$ cat config.mk
export PLATFORM = sky130hd
export DESIGN_NAME = merge_arb2
export DESIGN_NICKNAME = d
export VERILOG_FILES = /design/src/rtl/merge_arb2.sv
export SDC_FILE = /design/constraint.sdc
export NUM_CORES = 1
export LEC_CHECK = 0
export ABC_CLOCK_PERIOD_IN_PS = 4300
export CORE_MARGIN = 2
export CORE_UTILIZATION = 49
export DETAILED_ROUTE_END_ITERATION = 16
export GPL_TIMING_DRIVEN = 0
export HOLD_SLACK_MARGIN = 0.05
export PLACE_DENSITY = 0.83
export SLEW_MARGIN = 20
export SYNTH_ARGS = -nofsm -noshare
export SYNTH_HDL_FRONTEND = slang
export SYNTH_SLANG_ARGS = --single-unit
$ cat constraint.sdc
create_clock -name CLK -period 4.3 [get_ports CLK]
set_input_delay 0.86 -clock CLK [delete_from_list [all_inputs] [get_ports CLK]]
set_output_delay 0.86 -clock CLK [all_outputs]
set_load 0.01 [all_outputs]
$ cat src/rtl/merge_arb2.sv
// merge_arb2 -- two-input round-robin merge into a small in-order output FIFO.
//
// Two packet streams (decoder branches 0 and 1) compete for a single output.
// One input is granted per cycle: a lone valid input wins outright, and on a
// tie the input that did not win the previous transfer wins. Accepted packets
// are written to a DEPTH-entry FIFO whose head drives the output port.
//
// Parameters
//   WIDTH  packet width in bits (default 9)
//   DEPTH  FIFO entries, 2 or 4 (default 2)
//
// Ports
//   CLK        single clock, rising edge
//   RESET      synchronous, active-high reset
//   in0_data   packet from branch 0
//   in0_valid  in0_data holds a packet
//   in0_ready  in0 packet accepted this cycle
//   in1_*      same for branch 1
//   out_data   head-of-FIFO packet
//   out_valid  out_data holds a packet (FIFO not empty)
//   out_ready  downstream accepts out_data this cycle
//   out_src    input index of the head packet (MERGE_ARB2_SRC_EN only)
//
// Build option
//   MERGE_ARB2_SRC_EN  when defined, each FIFO entry also stores the winning
//                      input index and the out_src port is present.

module merge_arb2 #(
    parameter int WIDTH = 9,
    parameter int DEPTH = 2
) (
    input  logic             CLK,
    input  logic             RESET,
    input  logic [WIDTH-1:0] in0_data,
    input  logic             in0_valid,
    output logic             in0_ready,
    input  logic [WIDTH-1:0] in1_data,
    input  logic             in1_valid,
    output logic             in1_ready,
    output logic [WIDTH-1:0] out_data,
    output logic             out_valid,
    input  logic             out_ready
`ifdef MERGE_ARB2_SRC_EN
    ,
    output logic             out_src
`endif
);

    localparam int PTR_W = (DEPTH > 2) ? 2 : 1;
    localparam int CNT_W = PTR_W + 1;
    localparam logic [CNT_W-1:0] DEPTH_C = CNT_W'(DEPTH);
    localparam logic [PTR_W-1:0] LAST_IDX = PTR_W'(DEPTH - 1);

`ifdef MERGE_ARB2_SRC_EN
    localparam int ENTRY_W = WIDTH + 1;
`else
    localparam int ENTRY_W = WIDTH;
`endif

    generate
        if (DEPTH != 2 && DEPTH != 4) begin : g_bad_depth
            $error("merge_arb2: DEPTH must be 2 or 4");
        end
    endgenerate

    logic [ENTRY_W-1:0] mem [DEPTH];
    logic [PTR_W-1:0]   wr_ptr;
    logic [PTR_W-1:0]   rd_ptr;
    logic [CNT_W-1:0]   count;
    logic               last_grant;

    logic               full;
    logic               grant0;
    logic               grant1;
    logic               push;
    logic               pop;
    logic               win_idx;
    logic [WIDTH-1:0]   win_data;
    logic [ENTRY_W-1:0] wr_entry;
    logic [ENTRY_W-1:0] head_entry;

    assign full = (count == DEPTH_C);

    // On a tie the input other than the previous winner takes the slot.
    assign grant0 = in0_valid && (!in1_valid || last_grant);
    assign grant1 = in1_valid && (!in0_valid || !last_grant);

    // RESET gates the readies directly, so neither input can be accepted
    // while reset is asserted. Full blocks pushes even when a pop happens in
    // the same cycle, so the count never has to handle pass-through.
    assign in0_ready = grant0 && !full && !RESET;
    assign in1_ready = grant1 && !full && !RESET;

    assign push = (in0_valid && in0_ready) || (in1_valid && in1_ready);
    assign pop  = out_valid && out_ready;

    assign win_idx  = in1_ready;
    assign win_data = in1_ready ? in1_data : in0_data;

`ifdef MERGE_ARB2_SRC_EN
    assign wr_entry = {win_idx, win_data};
`else
    assign wr_entry = win_data;
`endif

    assign head_entry = mem[rd_ptr];
    assign out_valid  = (count != '0);
    assign out_data   = head_entry[WIDTH-1:0];

`ifdef MERGE_ARB2_SRC_EN
    assign out_src = head_entry[WIDTH];
`endif

    always_ff @(posedge CLK) begin
        if (RESET) begin
            wr_ptr     <= '0;
            rd_ptr     <= '0;
            count      <= '0;
            last_grant <= 1'b1;
            for (int i = 0; i < DEPTH; i++) begin
                mem[i] <= '0;
            end
        end else begin
            if (push) begin
                mem[wr_ptr] <= wr_entry;
                wr_ptr      <= (wr_ptr == LAST_IDX) ? '0 : wr_ptr + 1'b1;
                last_grant  <= win_idx;
            end
            if (pop) begin
                rd_ptr <= (rd_ptr == LAST_IDX) ? '0 : rd_ptr + 1'b1;
            end
            case ({push, pop})
                2'b10:   count <= count + 1'b1;
                2'b01:   count <= count - 1'b1;
                default: count <= count;
            endcase
        end
    end

endmodule
Figure 1. Placed cells, one colour a class (run 1).
(8 px per µm)
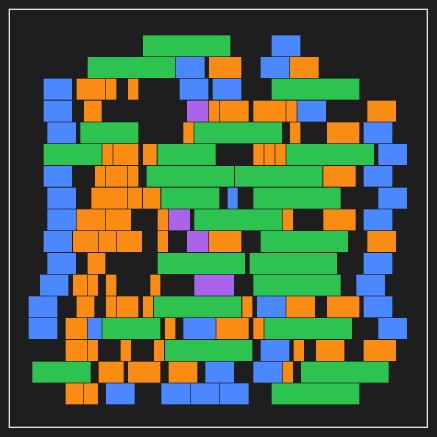
| colour | class | cells |
|---|---|---|
| blue | remaining buffers and delay cells | 37 |
| purple | clock drivers and dummy loads | 4 |
| orange | remaining logic cells | 67 |
| green | registers | 24 |
core box area: 0.002191 mm²
site row count: 17

Figure 2. Nets reached from selected ports (run 1).
(6 px per µm)
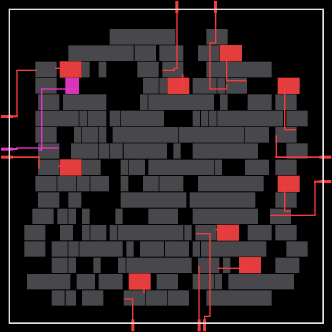
| colour | port | bits | direction | end cells | buffers | wire |
|---|---|---|---|---|---|---|
| red | `in1_data` | 9 | input | 9 | 9 | 141 µm |
| magenta | `out_valid` | 1 | output | 1 | 1 | 24.4 µm |

Figure 3. The metal 1 layer (run 1).
(10 px per µm) Supply wires on this layer in grey.
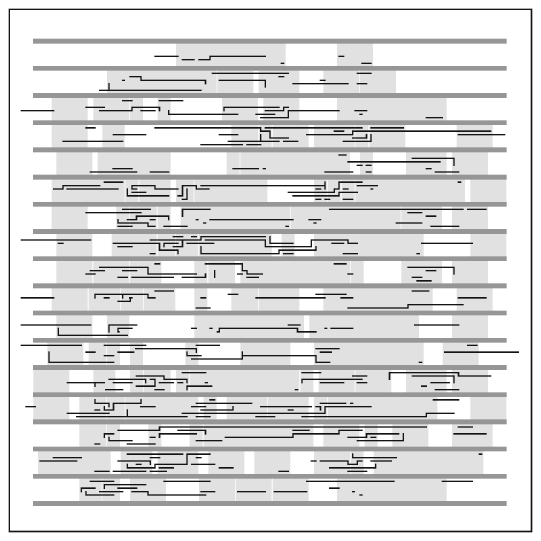
wire length on this layer: 929 µm
main direction: horizontal

==> summary.txt, run 1 <==
Results of an implementation run.

The cell depth of the worst hold path is 1. At the end of the flow the core is filled with cells to 0.7047. The minimum clock period after layout is between 3 and 4 ns. The final layout reports a setup TNS of 0 ns. The cell leakage power is between 0.0005 and 0.0006 µW. According to the finish report, the design has a final net count of roughly 160. By count the netlist is led by sky130_fd_sc_hd__nor2_1 (23), sky130_fd_sc_hd__edfxtp_1 (18), sky130_fd_sc_hd__mux2_2 (9), sky130_fd_sc_hd__mux2i_1 (9), sky130_fd_sc_hd__dfxtp_1 (6). The final tally of max-slew violations is 0. The later pin in the worst-skew pair is clocked with a latency of 0.30 ns.

Logged for this run, the post-placement worst setup slack is a little under 0.8 ns. At the end of routability-driven placement, the weighted congestion stood at 0.6894. The main kind of combinational logic by area is multiplexers. The tree is rooted in a sky130_fd_sc_hd__clkbuf_4. The peak fanout along the critical path is 10. The share of total power dissipated in combinational logic is 0.397.

The initial antenna violation count was 0. The final cell count without fillers is between 150 and 200. The total vias in the final route is approximately 840. The worst setup path is captured at an output port. In this run the worst setup path terminates at in1_ready. The flow ran to the end, and the final reports show no timing, DRC or antenna violations. The top cell types in the final layout, fill and taps aside, are sky130_fd_sc_hd__clkdlybuf4s50_1 (34), sky130_fd_sc_hd__nor2_1 (23), sky130_fd_sc_hd__edfxtp_1 (18), sky130_fd_sc_hd__mux2_2 (9), sky130_fd_sc_hd__mux2i_1 (9). The number of H-tree levels is 1.

The number of fill cells is 162. The start of the worst register-to-register path is count[0]$_SDFFE_PP0P_. According to the timing report, the critical path is launched from in1_valid. The headroom to the max-slew limit is 0.4137. The share of total power dissipated in the clock network is 0.156.

The placed instance area is roughly 0.0015 mm². IR analysis of the VDD net gives a maximum drop of ~0.00028 V. For the final database, setup skew stands at approximately 0.008 ns.

The residual DRC count is 0. The synthesized area is approximately 0.0011 mm². Counting tap cells, the placed design contains a total of between 150 and 200 instances. The final antenna diode tally reported by the flow is 0. On the reported timing paths, the clock transition at the registers reads 0.12 ns. For the worst reg-to-reg path, the endpoint reported by OpenROAD is mem[1][2]$_SDFFCE_PN0P_. The starting utilization of the core area is 0.5168. The signal arrival time at the worst endpoint is ~2.7 ns.

The fraction of final layout cells with drive strength greater than 1 is 0.1364. The power in sequential cells is roughly 330 µW. In the log, the iteration count for the first detailed-route pass is 4.

met2 track demand over resource after global routing is 0.3418. The count of buffer and inverter cells on the critical path is 3. The mux cell area share after synthesis is 0.1691.
Figure 4. Placed standard cells (run 1).
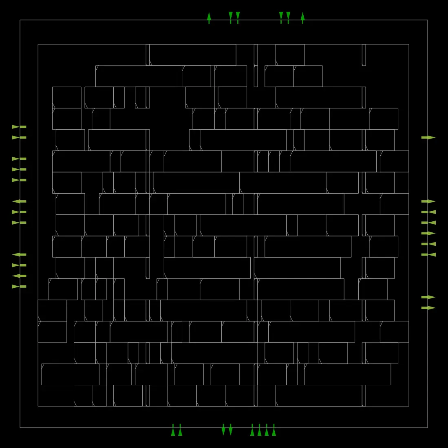

==> run 2, diff against run 1 <==
ABC_CLOCK_PERIOD_IN_PS = 3150   (was 4300)
CORE_UTILIZATION = 41   (was 49)
PLACE_DENSITY = 0.74   (was 0.83)
clock period = 3.15 ns   (was 4.3 ns; I/O delays follow)
Figure 5. Placed standard cells (run 2).
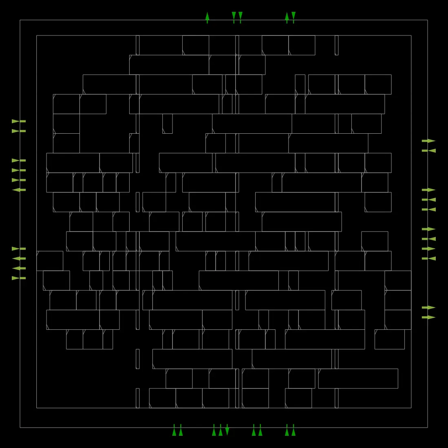
register fraction of the total cell area: 0.4261
site row count: 19
core box area: 0.002686 mm²

Figure 6. Nets reached from selected ports (run 2).
(4 px per µm)
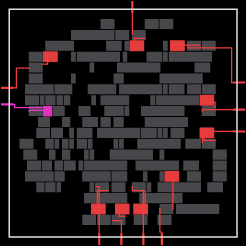
| colour | port | bits | direction | end cells | buffers | wire |
|---|---|---|---|---|---|---|
| magenta | `out_valid` | 1 | output | 1 | 1 | 14.3 µm |
| red | `in1_data` | 9 | input | 9 | 9 | 146 µm |

==> run 2 against run 1 <==
Register-to-register slack worse by 1.1 ns. Synthesized cell count unchanged. Setup slack got worse by 0.63 ns. Sequential power rose by 36%. Clock skew fell by 0.00089 ns. Final area is 0.41% higher. Area after synthesis is the same. Critical path type unchanged. Largest cell class unchanged. Highest routed layer unchanged.
==> summary.txt, run 2 <==
Results of an implementation run.

Result of the run: completed (unchanged). The distinct cell type count after synthesis is 26 (unchanged). The number of well taps was 31 (was 28). The uppermost signal routing layer after detailed routing was met4 (unchanged). The antenna cell count came to 0 (unchanged). The insertion delay at the late pin of the worst-skew pair came to 0.30 ns (about the same). The count of buffer and inverter cells on the critical path is 3 (unchanged).

The number of cells in the design after placement is 159 (was 156). The setup clock skew after layout is 0.006881 ns (was 0.007773 ns). The final cell count without fillers is 163 (was 160). The cell depth of the worst hold path is 1 (unchanged). Critical-path cell list: clkdlybuf4s50_1 -> a21boi_0 -> buf_4 -> and3_1 -> clkdlybuf4s50_1 (was clkdlybuf4s50_1 -> a21boi_0 -> buf_2 -> and3_1 -> clkdlybuf4s50_1).

The post-CTS setup buffer count came to 0 (unchanged). The number of nets in the layout is 157 (unchanged). The area fraction in full adders, half adders and majority gates came to 0.01105 (unchanged). The fraction of final layout cells with drive strength greater than 1 was 0.1364 (unchanged).

The main kind of combinational logic by area is multiplexers (unchanged). The peak ir drop on the vdd network is 0.0004266 V (was 0.0002799 V). The met2 usage is 0.2807 (was 0.3418). The remaining number of nets flagged by the antenna check after routing is 0 (unchanged). The count of TritonRoute iterations in the first routing pass is 4 (unchanged).

The slowest cell on the critical path is sky130_fd_sc_hd__clkdlybuf4s50_1 (unchanged). The start of the worst register-to-register path is count[0]$_SDFFE_PP0P_ (unchanged). The number of instances resized during post-cts repair is 0 (unchanged). The destination of the critical timing path is in1_ready (unchanged). The kind of capture point of the worst setup path is an output port (unchanged). The aggregate negative setup slack is 0 ns (unchanged). The synthesized area is 0.001132 mm² (unchanged).

Top cells excl fill/tap: sky130_fd_sc_hd__clkdlybuf4s50_1 (34), sky130_fd_sc_hd__nor2_1 (23), sky130_fd_sc_hd__edfxtp_1 (18), sky130_fd_sc_hd__mux2_2 (9), sky130_fd_sc_hd__mux2i_1 (9) (unchanged). The length of routed wiring on met1 is 936 µm (was 928 µm). The global-route congestion overflow total came to 0 (unchanged). The cell leakage power is 0.0005975 µW (was 0.0005970 µW). The capture instance of the worst register-to-register path is mem[1][6]$_SDFFCE_PN0P_ (was mem[1][2]$_SDFFCE_PN0P_). The starting utilization of the core area was 0.4215 (was 0.5168). The total vias in the final route is 830 (was 835). The mux cell area share after synthesis is 0.1691 (unchanged). The area used by sequential logic in the layout came to 660.6 µm² (unchanged). The part of the power in the clock network is 0.153 (was 0.156).

The power in sequential cells was 449 µW (was 329 µW). The timing startpoint of the critical path is in1_valid (unchanged). The peak fanout along the critical path was 10 (unchanged). The combinational group share of total power was 0.400 (was 0.397). The initial antenna violation count was 0 (unchanged). The post-synthesis sequential element count was 24 (unchanged). The number of fill cells is 253 (was 162). The number of H-tree levels is 1 (unchanged). The residual DRC count is 0 (unchanged). The post-placement worst setup slack is 0.07080 ns (was 0.7920 ns).

The cell chosen for the clock root was sky130_fd_sc_hd__clkbuf_4 (unchanged). Top cells by count: sky130_fd_sc_hd__nor2_1 (23), sky130_fd_sc_hd__edfxtp_1 (18), sky130_fd_sc_hd__mux2_2 (9), sky130_fd_sc_hd__mux2i_1 (9), sky130_fd_sc_hd__dfxtp_1 (6) (unchanged). RSZ-0062 raised after global routing: no (unchanged). The clock-pin slew reported for the worst setup and hold paths after clock tree synthesis is 0.12 ns (about the same). The minimum clock period after layout is roughly 3.0 ns. The final tally of max-slew violations is 0 (unchanged).

The signal arrival time at the worst endpoint is 2.36 ns (was 2.65 ns). The number of gates on the worst path with buffers counted is 5 (unchanged). The headroom to the max-slew limit came to 0.4220 (was 0.4137).

The placed instance area is 0.001511 mm² (was 0.001508 mm²). The final estimated routing congestion in global placement is 0.6659 (was 0.6894).
Figure 7. Placed cells, one colour a class (run 2).
(6 px per µm)
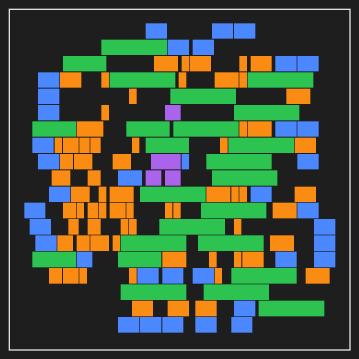
| colour | class | cells |
|---|---|---|
| blue | remaining buffers and delay cells | 37 |
| orange | remaining logic cells | 67 |
| green | registers | 24 |
| purple | clock drivers and dummy loads | 4 |
final standard cell utilization of the core: 0.5771
post-route design area: 0.001550 mm²

Power figures rest on the tool's default switching activity, not on a simulated workload.
